$ cat src/rtl/fifo_pack_pkg.sv
// fifo_pack_pkg: shared types and defaults for the FIFO read packer.
// Holds the packer state enum, width defaults and count-width helper.
package fifo_pack_pkg;

  localparam int DATA_WIDTH_DEF = 8;
  localparam int BYTES_PER_WORD_DEF = 4;

  function automatic int cnt_w(input int n);
    return $clog2(n) + 1;
  endfunction

  localparam int CNT_W = cnt_w(BYTES_PER_WORD_DEF);

  typedef enum logic [1:0] {
    FILL,
    WAIT,
    OUT
  } state_t;

endpackage

$ cat src/rtl/fifo_pack_timer.sv
// fifo_pack_timer: idle counter for partial-word flush.
// Counts enabled cycles; expire fires on the TIMEOUT_CYCLES-th one.
module fifo_pack_timer #(
  parameter int TIMEOUT_CYCLES = 64
) (
  input  logic clk,
  input  logic rst_n,
  input  logic clr,
  input  logic en,
  output logic expire
);

  localparam int TW = $clog2(TIMEOUT_CYCLES + 1);

  logic [TW-1:0] cnt;

  assign expire = en && (cnt == TW'(TIMEOUT_CYCLES - 1));

  always_ff @(posedge clk) begin
    if (!rst_n) begin
      cnt <= '0;
    end else if (clr || expire) begin
      cnt <= '0;
    end else if (en) begin
      cnt <= cnt + 1'b1;
    end
  end

endmodule

$ cat src/rtl/fifo_rd_packer.sv
// fifo_rd_packer: drains the byte FIFO and packs little-endian words.
// Define FIFO_PACK_TIMEOUT_EN to flush partial words after idle time.
module fifo_rd_packer
  import fifo_pack_pkg::*;
#(
  parameter int DATA_WIDTH     = DATA_WIDTH_DEF,
  parameter int BYTES_PER_WORD = BYTES_PER_WORD_DEF,
  parameter int TIMEOUT_CYCLES = 64
) (
  input  logic                                 clk,
  input  logic                                 rst_n,
  input  logic                                 fifo_empty,
  output logic                                 fifo_rd_n,
  input  logic [DATA_WIDTH-1:0]                fifo_data,
  input  logic                                 fifo_under_flow,
  output logic [DATA_WIDTH*BYTES_PER_WORD-1:0] word_data,
  output logic [$clog2(BYTES_PER_WORD):0]      word_bytes,
  output logic                                 word_valid,
  input  logic                                 word_ready,
  output logic                                 err_underflow
);

  localparam int CW = cnt_w(BYTES_PER_WORD);
  localparam int WW = DATA_WIDTH * BYTES_PER_WORD;

  state_t        state;
  state_t        state_nx;
  logic [CW-1:0] count;
  logic [CW-1:0] count_nx;
  logic [WW-1:0] word_q;
  logic          err_q;
  logic          capture;
  logic          expire;

  if (TIMEOUT_CYCLES < 1) begin : g_bad_timeout
    $error("TIMEOUT_CYCLES must be at least 1");
  end

`ifdef FIFO_PACK_TIMEOUT_EN
  logic idle_en;

  assign idle_en = (state == FILL) && (count != '0) && fifo_empty;

  fifo_pack_timer #(
    .TIMEOUT_CYCLES(TIMEOUT_CYCLES)
  ) u_timer (
    .clk   (clk),
    .rst_n (rst_n),
    .clr   (!idle_en),
    .en    (idle_en),
    .expire(expire)
  );
`else
  assign expire = 1'b0;
`endif

  assign capture = (state == WAIT) && !fifo_under_flow;

  always_comb begin
    state_nx = state;
    count_nx = count;
    unique case (state)
      FILL: begin
        if (!fifo_empty) begin
          state_nx = WAIT;
        end else if (expire) begin
          state_nx = OUT;
        end
      end
      WAIT: begin
        if (!fifo_under_flow) begin
          count_nx = count + 1'b1;
        end
        state_nx = (count_nx == CW'(BYTES_PER_WORD)) ? OUT : FILL;
      end
      OUT: begin
        if (word_ready) begin
          state_nx = FILL;
          count_nx = '0;
        end
      end
      default: begin
        state_nx = FILL;
        count_nx = '0;
      end
    endcase
  end

  always_ff @(posedge clk) begin
    if (!rst_n) begin
      state  <= FILL;
      count  <= '0;
      word_q <= '0;
      err_q  <= 1'b0;
    end else begin
      state <= state_nx;
      count <= count_nx;
      err_q <= (state == WAIT) && fifo_under_flow;
      if ((state == OUT) && word_ready) begin
        word_q <= '0;
      end else if (capture) begin
        for (int i = 0; i < BYTES_PER_WORD; i++) begin
          if (count == CW'(i)) begin
            word_q[i*DATA_WIDTH +: DATA_WIDTH] <= fifo_data;
          end
        end
      end
    end
  end

  // Read only from FILL, so strobes are always at least two cycles apart.
  assign fifo_rd_n     = !rst_n || (state != FILL) || fifo_empty;
  assign word_valid    = (state == OUT);
  assign word_bytes    = count;
  assign word_data     = word_q;
  assign err_underflow = err_q;

endmodule

$ cat config.mk
export PLATFORM = sky130hd
export DESIGN_NAME = fifo_rd_packer
export DESIGN_NICKNAME = d
export VERILOG_FILES = /design/src/rtl/fifo_pack_pkg.sv /design/src/rtl/fifo_pack_timer.sv /design/src/rtl/fifo_rd_packer.sv
export SDC_FILE = /design/constraint.sdc
export NUM_CORES = 1
export LEC_CHECK = 0
export CORE_MARGIN = 8
export CORE_UTILIZATION = 45
export CTS_CLUSTER_SIZE = 25
export DETAILED_ROUTE_END_ITERATION = 6
export HOLD_SLACK_MARGIN = 0.1
export MAX_ROUTING_LAYER = met4
export PLACE_DENSITY = 0.88
export SLEW_MARGIN = 15
export SYNTH_ARGS = -nofsm -noshare
export SYNTH_HDL_FRONTEND = slang
export SYNTH_SLANG_ARGS = --single-unit
$ cat constraint.sdc
create_clock -name clk -period 1.9 [get_ports clk]
set_input_delay 0.19 -clock clk [delete_from_list [all_inputs] [get_ports clk]]
set_output_delay 0.19 -clock clk [all_outputs]
set_load 0.02 [all_outputs]
Run 1, routing congestion:
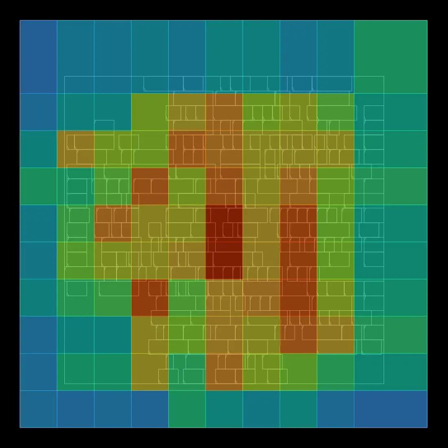
met3 global-route usage: 4.61%
combined global-route utilization of all metal layers: 15.3%
layer carrying the most global-route usage: met2
share of the core filled with cells in the final layout: 65.0%

Run 1, zoomed window:
Scale bar: 5 um. Window x 47 to 67, y 47 to 67 um. Cells in gray, sequential cells in the stronger gray; small squares are vias.
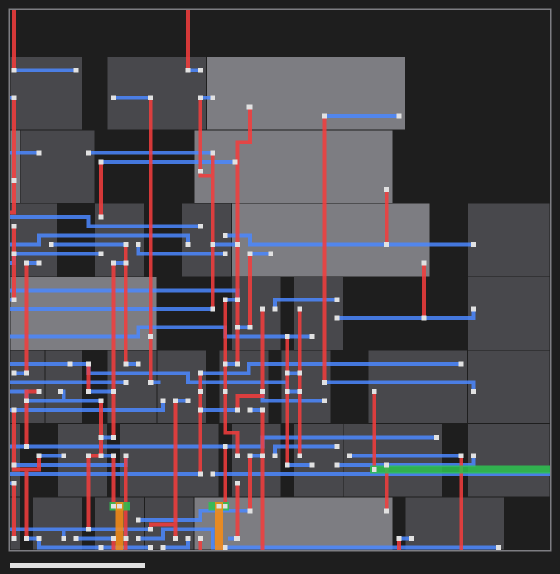
color	layer
blue	met1
orange	met4
green	met3
red	met2
netlist names of flops here include	word_data (5)
cells with their middle in the window	33
sequential cells in the window	5
most frequent	clkdlybuf4s50_1 (10), nand3_1 (6)

Run 1, the metal 1 layer:
Scale bar: 20 um. Cells faint in the background.
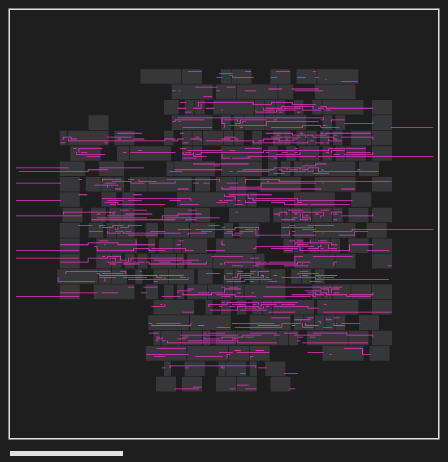
share of all routed wire	43%
nets with wire on the layer	211
longest straight run	25.8 um
wire length on this layer	1760 um
met1 global-route usage: 18.5%
Total Wirelength: 4.14 mm

[run 1: logic make-up after synthesis]
family | Yosys count | synth area share (%)
multiplexers | 8 | 5.00
flip-flops | 38 | 47.5
AND-OR/OR-AND | 57 | 19.2
adder cells (fa/ha/maj) | 5 | 3.90
AND/OR/NAND/NOR | 48 | 17.8
buffers and inverters | 20 | 6.64
[run 1: sequential cells by signal, indices dropped and copies added, names as in the netlist]
signal	count
state	2
word_data	32
err_underflow	1
word_bytes	3
[run 1: cells in the final DEF, fill, tap and decap left out, drive strengths merged, types with 2 or more instances in the layout]
| cell type | count |
|---|---|
| clkdlybuf4s50 | 48 |
| dfxtp | 38 |
| nand3 | 26 |
| o21ai | 26 |
| a21oi | 25 |
| inv | 8 |
| mux2i | 8 |
| nor2 | 8 |
| buf | 6 |
| ha | 5 |
| clkbuf | 5 |
| nor2b | 3 |
| nand2b | 2 |
| and2b | 2 |
| a21boi | 2 |
| clkinv | 2 |
| dlymetal6s2s | 2 |
| nor4b | 2 |
[run 1: where the power goes]
part / switching [mW] / internal, mW / total, mW / leakage [nW]
Sequential: 0.00999 / 0.807 / 0.817 / 0.307
Combinational: 0.0888 / 0.0716 / 0.160 / 0.427
Clock: 0.253 / 0.133 / 0.387 / 0.0308
Total: 0.352 / 1.01 / 1.36 / 0.765
[run 1: what timing repair did]
item | in CTS | in global routing
endpoints found under the setup margin | 2 | 2
gates resized | 2 | 2
setup buffers | 0 | 0
[run 1: worst register-to-register path, stage by stage, from the launching register on]
cell      delay [ns]
dfxtp_1         0.44
ha_1            0.18
ha_1            0.13
and4bb_2        0.41
mux2i_1         0.25
nor2_1          0.07
[run 1: metal layers]
metal  track usage, %  routed length [um]  vias to the layer above
met1             18.5                1760                      678
li1                 -                   -                      722
met4             5.12                  74                        0
met2             23.7                1880                       71
met3             4.61                 421                        9
met5                -                   0                        -
[run 1: worst max-delay path by stage]
stage | end | cells after the start | slack (ns) | from
floorplan | word_data[24] | 6 | 0.34 | word_bytes[0]
global placement | fifo_rd_n | 4 | 0.16 | rst_n
detailed placement | fifo_rd_n | 4 | 0.13 | rst_n
CTS | word_valid | 2 | 0.03 | state[1]
global route | word_bytes[2] | 1 | 0.17 | word_bytes[2]
finish | word_bytes[2] | 1 | 0.25 | word_bytes[2]
[run 1: per-stage QoR]
step           instances  hold slack [ns]  worst slack, ns  power (mW)  util (%)
3_3_place_gp         266            0.451            0.157       0.990      63.2
3_5_place_dp         266            0.455            0.133       0.993      63.2
4_1_cts              273            0.411           0.0275        1.37      64.8
5_1_grt              273            0.412            0.175        1.41      65.0
2_1_floorplan        176            0.279            0.341       0.914         -
6_report             273            0.419            0.245        1.36      65.0
[run 1: final cells by class]
type / count / share of cell area (%)
flip-flops and latches: 38 / 34.6
multi-input cells: 118 / 33.7
repair buffers: 56 / 25.6
well taps: 46 / 2.61
clock buffers: 5 / 1.70
inverters: 8 / 1.36
clock inverters: 2 / 0.455
==> qor.rpt, run 1 <==
======================================================================================
Reg2reg setup slack                                                            0.34 ns
Cell area after synthesis                                                   1600 sq um
Init Core Util                                                                   47.3%
Post-route ant nets                                                                  0
Core area                                                                   3390 sq um
GRT Residual Overflow                                                                0
Cell variety after synth                                                            28
Cell family with the largest share of critical-path delay                 buffers and inverters
Sink count of the clock tree                                                        38
Post-synth top cells                                                      dfxtp_1 (38), nand3_1 (26), a21oi_1 (25), o21ai_1 (19)
Total of hold buffers inserted after clock tree synthesis                            0
Ranking of synthesized cells by area                                      dfxtp_1 (47%), nand3_1 (8.1%), a21oi_1 (7.8%), o21ai_1 (5.9%), mux2i_1 (5.0%)
Worst slew margin relative to its limit                                          78.7%
Vias/cell                                                                         5.42
OpenROAD warning count                                                              29
Vertical die dimension                                                         75.7 um
Most area-hungry cell type in the Yosys netlist                                dfxtp_1
Share of post-route cells with drive strength above 1                            8.81%
Static leakage                                                                0.765 nW
Post-synth regs                                                                     38
Clock tree root buffer cell                                                   clkbuf_4
Final hold viol count                                                                0
Pin count of the biggest net entering global routing                                33
Weighted congestion reported at the end of routability-driven placement          0.848
Fraction of the cycle the final worst path needs                                 87.1%
Post-route clock skew                                                        0.0102 ns
# IOs                                                                               51
Proportion of synthesized chip area in sequential cells                          47.5%
Required arrival time at the worst endpoint                                    1.71 ns
Die Footprint                                                               5730 sq um
First-pass GRT wire length                                                     6.59 mm
Iteration count of the initial detailed-routing pass                                 4
Maximum vdd ir drop                                                         0.000312 V
CP max stage cell                                                         clkdlybuf4s50_1
Final cell area excluding filler cells                                      2200 sq um
Number of fill cells                                                               273
Post-DP HPWL                                                                   3.05 mm
Result of the run                                                            completed
Crit Path Max Fanout                                                                 6
CTS tree                                                                         built
Final layout net count                                                             245
Gate Area                                                                    742 sq um
# Max-Cap Violations                                                                 0
Number of pins exceeding their max-slew limit in the final report                    0
Vias in the first global route                                                    1424
Die width                                                                      75.7 um
Power density normalized to cell area                                      619 nW/um^2
First-iteration detailed-routing DRC count                                         169
Total clock buffers created by CTS                                                   5
Peak Freq                                                                    0.604 GHz
Warnings, synthesis                                                                  0
Gate count after technology mapping                                                176
Final tally of setup violations                                                      0
Number of remaining DRC errors                                                       0
Count of antenna diodes in the layout                                                0
Async SR Flop Fraction                                                              0%
Syn-to-layout area delta                                                         37.4%
======================================================================================
## Run 2: what changed since run 1
--- a/config.mk
+++ b/config.mk
@@ -12,6 +12,7 @@
 export HOLD_SLACK_MARGIN = 0.1
 export MAX_ROUTING_LAYER = met4
 export PLACE_DENSITY = 0.88
+export SKIP_CTS_REPAIR_TIMING = 1
 export SLEW_MARGIN = 15
 export SYNTH_ARGS = -nofsm -noshare
 export SYNTH_HDL_FRONTEND = slang
==> constraint.sdc (replaced) <==
create_clock -name clk -period 1.9 [get_ports clk]
set_input_delay 0.19 -clock clk [delete_from_list [all_inputs] [get_ports clk]]
set_output_delay 0.19 -clock clk [all_outputs]
set_load 0.01 [all_outputs]
Run 2, routed metal per tile:
15 x 15 tiles, from white (low) to dark blue (high), scaled to the fullest tile. Values are wire area over tile area, all layers added.
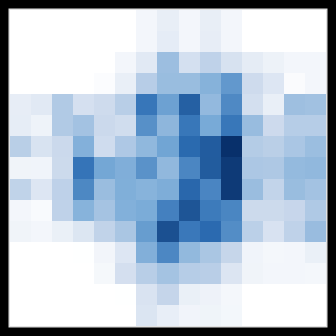
mean over tiles	0.12
densest ninth of the die	middle
tiles over half the peak	15%
fullest tile	0.50
total via count in the routed design: 1481
Wirelength per Cell: 15.4 um

==> qor.rpt, run 2 <==
======================================================================================
Power density normalized to cell area                                      613 nW/um^2
Required arrival time at the worst endpoint                                    1.71 ns
Share of post-route cells with drive strength above 1                            8.41%
Weighted congestion reported at the end of routability-driven placement          0.832
Async SR Flop Fraction                                                              0%
Post-route ant nets                                                                  0
Post-route clock skew                                                        0.0129 ns
First-pass GRT wire length                                                     6.84 mm
Sink count of the clock tree                                                        38
Number of pins exceeding their max-slew limit in the final report                    0
OpenROAD warning count                                                              29
Total Wirelength                                                               4.18 mm
Cell area after synthesis                                                   1600 sq um
Count of antenna diodes in the layout                                                0
Core area                                                                   3390 sq um
Post-synth regs                                                                     38
Gate count after technology mapping                                                176
Ranking of synthesized cells by area                                      dfxtp_1 (47%), nand3_1 (8.1%), a21oi_1 (7.8%), o21ai_1 (5.9%), mux2i_1 (5.0%)
Total design power                                                             1.35 mW
Number of standard cells in the layout, taps in and fillers out                    272
Clock tree root buffer cell                                                   clkbuf_4
Crit Path Max Fanout                                                                 8
GRT Residual Overflow                                                                0
Number of remaining DRC errors                                                       0
Pin count of the biggest net entering global routing                                33
Worst slew margin relative to its limit                                          76.7%
Total clock buffers created by CTS                                                   5
Die width                                                                      75.7 um
Die Footprint                                                               5730 sq um
First-iteration detailed-routing DRC count                                         304
Cell variety after synth                                                            28
Met2 demand-to-capacity share in global routing                                  24.2%
Iteration count of the initial detailed-routing pass                                 4
Final layout net count                                                             244
Final hold viol count                                                                0
Most area-hungry cell type in the Yosys netlist                                dfxtp_1
Cell Count Post-Placement                                                          265
Worst hold margin                                                             0.414 ns
Result of the run                                                            completed
Maximum vdd ir drop                                                         0.000371 V
Init Core Util                                                                   47.3%
Warnings, synthesis                                                                  0
Syn-to-layout area delta                                                         37.4%
Post-DP HPWL                                                                   3.07 mm
Vias/cell                                                                         5.44
Fraction of the cycle the final worst path needs                                 94.5%
# Max-Cap Violations                                                                 0
Met1 global-route usage                                                          19.7%
# IOs                                                                               51
======================================================================================
==> run 2: cell counts after synthesis <==
No cell type changed its count.
==> run 2: area by class of cell <==
type                            instances  area (sq um)
Fill cell                             282          1190
Timing Repair Buffer                   55           563
Multi-Input combinational cell        118           742
Clock inverter                          2          10.0
Clock buffer                            5          37.5
Sequential cell                        38           762
Tap cell                               46          57.6
Inverter                                8          30.0
==> run 2: worst paths after layout <==
path	start	to	slack [ns]
setup / recovery	state[1]	word_valid	0.11
hold / removal	fifo_empty	state[0]	0.41
setup reg to reg	word_bytes[0]	word_data[27]	0.32
hold reg to reg	word_data[9]	word_data[9]	0.48
==> run 2: kinds of logic after synthesis <==
logic type	Yosys count	synth area share [%]
AOI/OAI and AO/OA	57	19.2
adders and majority gates	5	3.90
buffers and inverters	20	6.64
DFF	38	47.5
muxes	8	5.00
and+or+nand+nor	48	17.8
==> run 2: critical path, stage by stage (launching register included) <==
cell             delay (ns)
dfxtp_2                0.45
nor2b_1                0.24
clkdlybuf4s50_1        0.59
==> run 2: metal layers <==
layer / wire length [um] / vias to the layer above
met5: 0 / -
li1: - / 730
met4: 91 / 0
met1: 1840 / 680
met2: 1880 / 61
met3: 358 / 10
==> run 2: metrics by stage <==
step	area [sq um]	worst slack (ns)
floorplan	1600	0.426
global placement	2150	0.189
detailed placement	2150	0.159
CTS	2190	-0.00258
global route	2200	0.0172
finish	2200	0.105
==> run 2: power by group <==
group	total [mW]	switching (mW)	internal, mW
Sequential	0.816	0.00990	0.806
Clock	0.381	0.248	0.133
Combinational	0.153	0.0801	0.0730
Total	1.35	0.338	1.01
## Run 3: what changed since run 2
--- a/config.mk
+++ b/config.mk
@@ -5,6 +5,7 @@
 export SDC_FILE = /design/constraint.sdc
 export NUM_CORES = 1
 export LEC_CHECK = 0
+export ABC_AREA = 1
 export CORE_MARGIN = 8
 export CORE_UTILIZATION = 45
 export CTS_CLUSTER_SIZE = 25
Run 3, routing congestion:
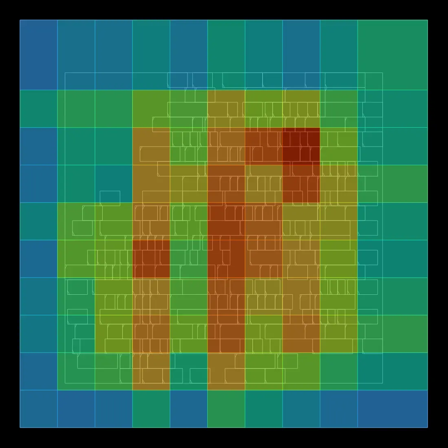
met3 global-route usage: 3.73%
met2 demand-to-capacity share in global routing: 21.8%
Wirelength per Cell: 12.6 um

==> qor.rpt, run 3 <==
==================================================================================
Dominant combinational family                                         simple AND/OR/NAND/NOR gates
Worst hold margin                                                         0.408 ns
Syn-to-layout area delta                                                     38.0%
Peak Freq                                                                0.576 GHz
Required arrival time at the worst endpoint                                1.71 ns
Number of pins exceeding their max-slew limit in the final report                0
CTS tree                                                                     built
# Max-Cap Violations                                                             0
Share of post-route cells with drive strength above 1                        8.87%
Vertical die dimension                                                     75.0 um
Share of power burned in combinational logic                                 11.2%
Launching point of the worst reg2reg path                             word_bytes[1]
GRT Residual Overflow                                                            0
Chain of cells forming the critical path                              nor4_2 -> inv_1 -> clkdlybuf4s50_1
OpenROAD warning count                                                          29
Crit Reg-Reg Endpoint                                                 word_data[13]
Final hold viol count                                                            0
Post-synth regs                                                                 38
Init Core Util                                                               46.9%
Clock tree root buffer cell                                               clkbuf_4
Total via count in the routed design                                          1435
Reg2reg setup slack                                                        0.46 ns
Die Footprint                                                           5620 sq um
Number of remaining DRC errors                                                   0
Buffering stage count on the worst path with inverters included                  2
Leading cell types in the layout, fill and taps excluded              clkdlybuf4s50_1 (50), nor2_1 (41), dfxtp_1 (38)
Cell area after synthesis                                               1570 sq um
Final layout net count                                                         265
Share of total power in the clock network                                    30.8%
Post-synthesis mux area share                                                   0%
Static leakage                                                            0.835 nW
Crit Path Max Fanout                                                             4
Flip-flop count of the largest register, all copies and words added             32
Post-DP HPWL                                                               2.82 mm
Async SR Flop Fraction                                                          0%
Total Wirelength                                                           3.71 mm
Internal Pwr Total                                                         1.06 mW
Post-synth top cells                                                  nor2_1 (41), dfxtp_1 (38), nor3_1 (25), o21ai_1 (23), nand2_1 (19)
# IOs                                                                           51
Adder-cell share of the synthesized area                                     4.00%
Total clock buffers created by CTS                                               5
Vias/cell                                                                     4.88
Post-route clock skew                                                   0.00798 ns
Post-route ant nets                                                              0
Simple Share, Synth                                                          29.0%
Final tally of setup violations                                                  0
Iteration count of the initial detailed-routing pass                             4
Pin count of the biggest net entering global routing                            33
Combined global-route utilization of all metal layers                        13.8%
Fraction of the cycle the final worst path needs                             91.3%
Number of standard cells in the layout, taps in and fillers out                294
Biggest cell delay along the critical path                                 0.48 ns
Result of the run                                                        completed
Most used logic cell in the final layout                              clkdlybuf4s50_1
Cell family with the largest share of critical-path delay             buffers and inverters
Most area-hungry cell type in the Yosys netlist                            dfxtp_1
Vias in the first global route                                                1272
Warnings, synthesis                                                              0
Maximum vdd ir drop                                                     0.000460 V
Worst hold endpoint                                                       state[0]
XOR/XNOR Area Share                                                             0%
Fraction of power spent switching nets                                       25.1%
First-iteration detailed-routing DRC count                                      97
Hold path startpoint                                                    fifo_empty
Sink count of the clock tree                                                    38
Worst slew margin relative to its limit                                      71.7%
Count of antenna diodes in the layout                                            0
Cell Count Post-Placement                                                      286
Power density normalized to cell area                                  656 nW/um^2
==================================================================================
==> run 3: cell count changes in the layout (fill, tap and decap cells not counted), sizes merged, moves of 3 or more <==
cell   change
a21oi     -20
buf        -4
inv        +6
mux2i      -8
nand2     +22
nand3     -24
nor2      +36
nor2b      -3
nor3      +25
o21ai      +7
==> run 3: how the worst max path moves through the flow <==
stage                  startpoint  depth (start not counted)            end
floorplan           word_bytes[0]                          6  word_data[16]
global placement            rst_n                          5      fifo_rd_n
detailed placement          rst_n                          5      fifo_rd_n
CTS                      state[0]                          3      fifo_rd_n
global route             state[0]                          3      fifo_rd_n
finish                   state[0]                          3      fifo_rd_n
==> run 3: worst reg2reg max path: stages, from the launching register on <==
cell and delay (ns):
dfxtp_1 0.45, inv_1 0.09, ha_1 0.18, nand2_1 0.28, nor2_4 0.11, o21ai_0 0.16, nor2_1 0.06
==> run 3: layout make-up <==
| class | count | area, sq um |
|---|---|---|
| Clock inverter | 1 | 5.00 |
| Tap cell | 46 | 57.6 |
| Fill cell | 282 | 1180 |
| Sequential cell | 38 | 761 |
| Timing Repair Buffer | 51 | 508 |
| Multi-Input combinational cell | 137 | 713 |
| Inverter | 14 | 60.1 |
| Clock buffer | 7 | 55.1 |
==> run 3: power by group through the flow <==
stage	clock network (mW)	logic (mW)	registers [mW]
global placement	0	0.157	0.839
detailed placement	0	0.158	0.839
CTS	0.446	0.159	0.821
floorplan	0	0.0781	0.844
finish	0.437	0.158	0.821
global route	0.482	0.173	0.824
==> run 3: metrics by stage <==
| step | area (sq um) | util (%) | setup WS, ns | power (mW) |
|---|---|---|---|---|
| finish | 2160 | 64.7 | 0.165 | 1.42 |
| floorplan | 1570 | - | 0.588 | 0.922 |
| detailed placement | 2090 | 62.7 | 0.134 | 0.997 |
| global route | 2160 | 64.7 | 0.0622 | 1.48 |
| CTS | 2150 | 64.5 | 0.103 | 1.43 |
| global placement | 2090 | 62.7 | 0.159 | 0.996 |
==> run 3: cells by family (layout without fill, tap and decap cells) <==
kind of cell	after synthesis	in the layout
compound gates	38	38
fa+ha+maj	5	5
buf+inv	19	73
flops	38	38
simple gates	94	94
==> run 3: per-layer routing <==
layer	track usage (%)	vias up	part of all wire, %
met5	-	-	0
met4	6.09	0	1.2
met3	3.73	5	8.0
met2	21.8	43	45
met1	16.1	634	46
li1	-	753	-
Power and IR drop assume default switching activity.
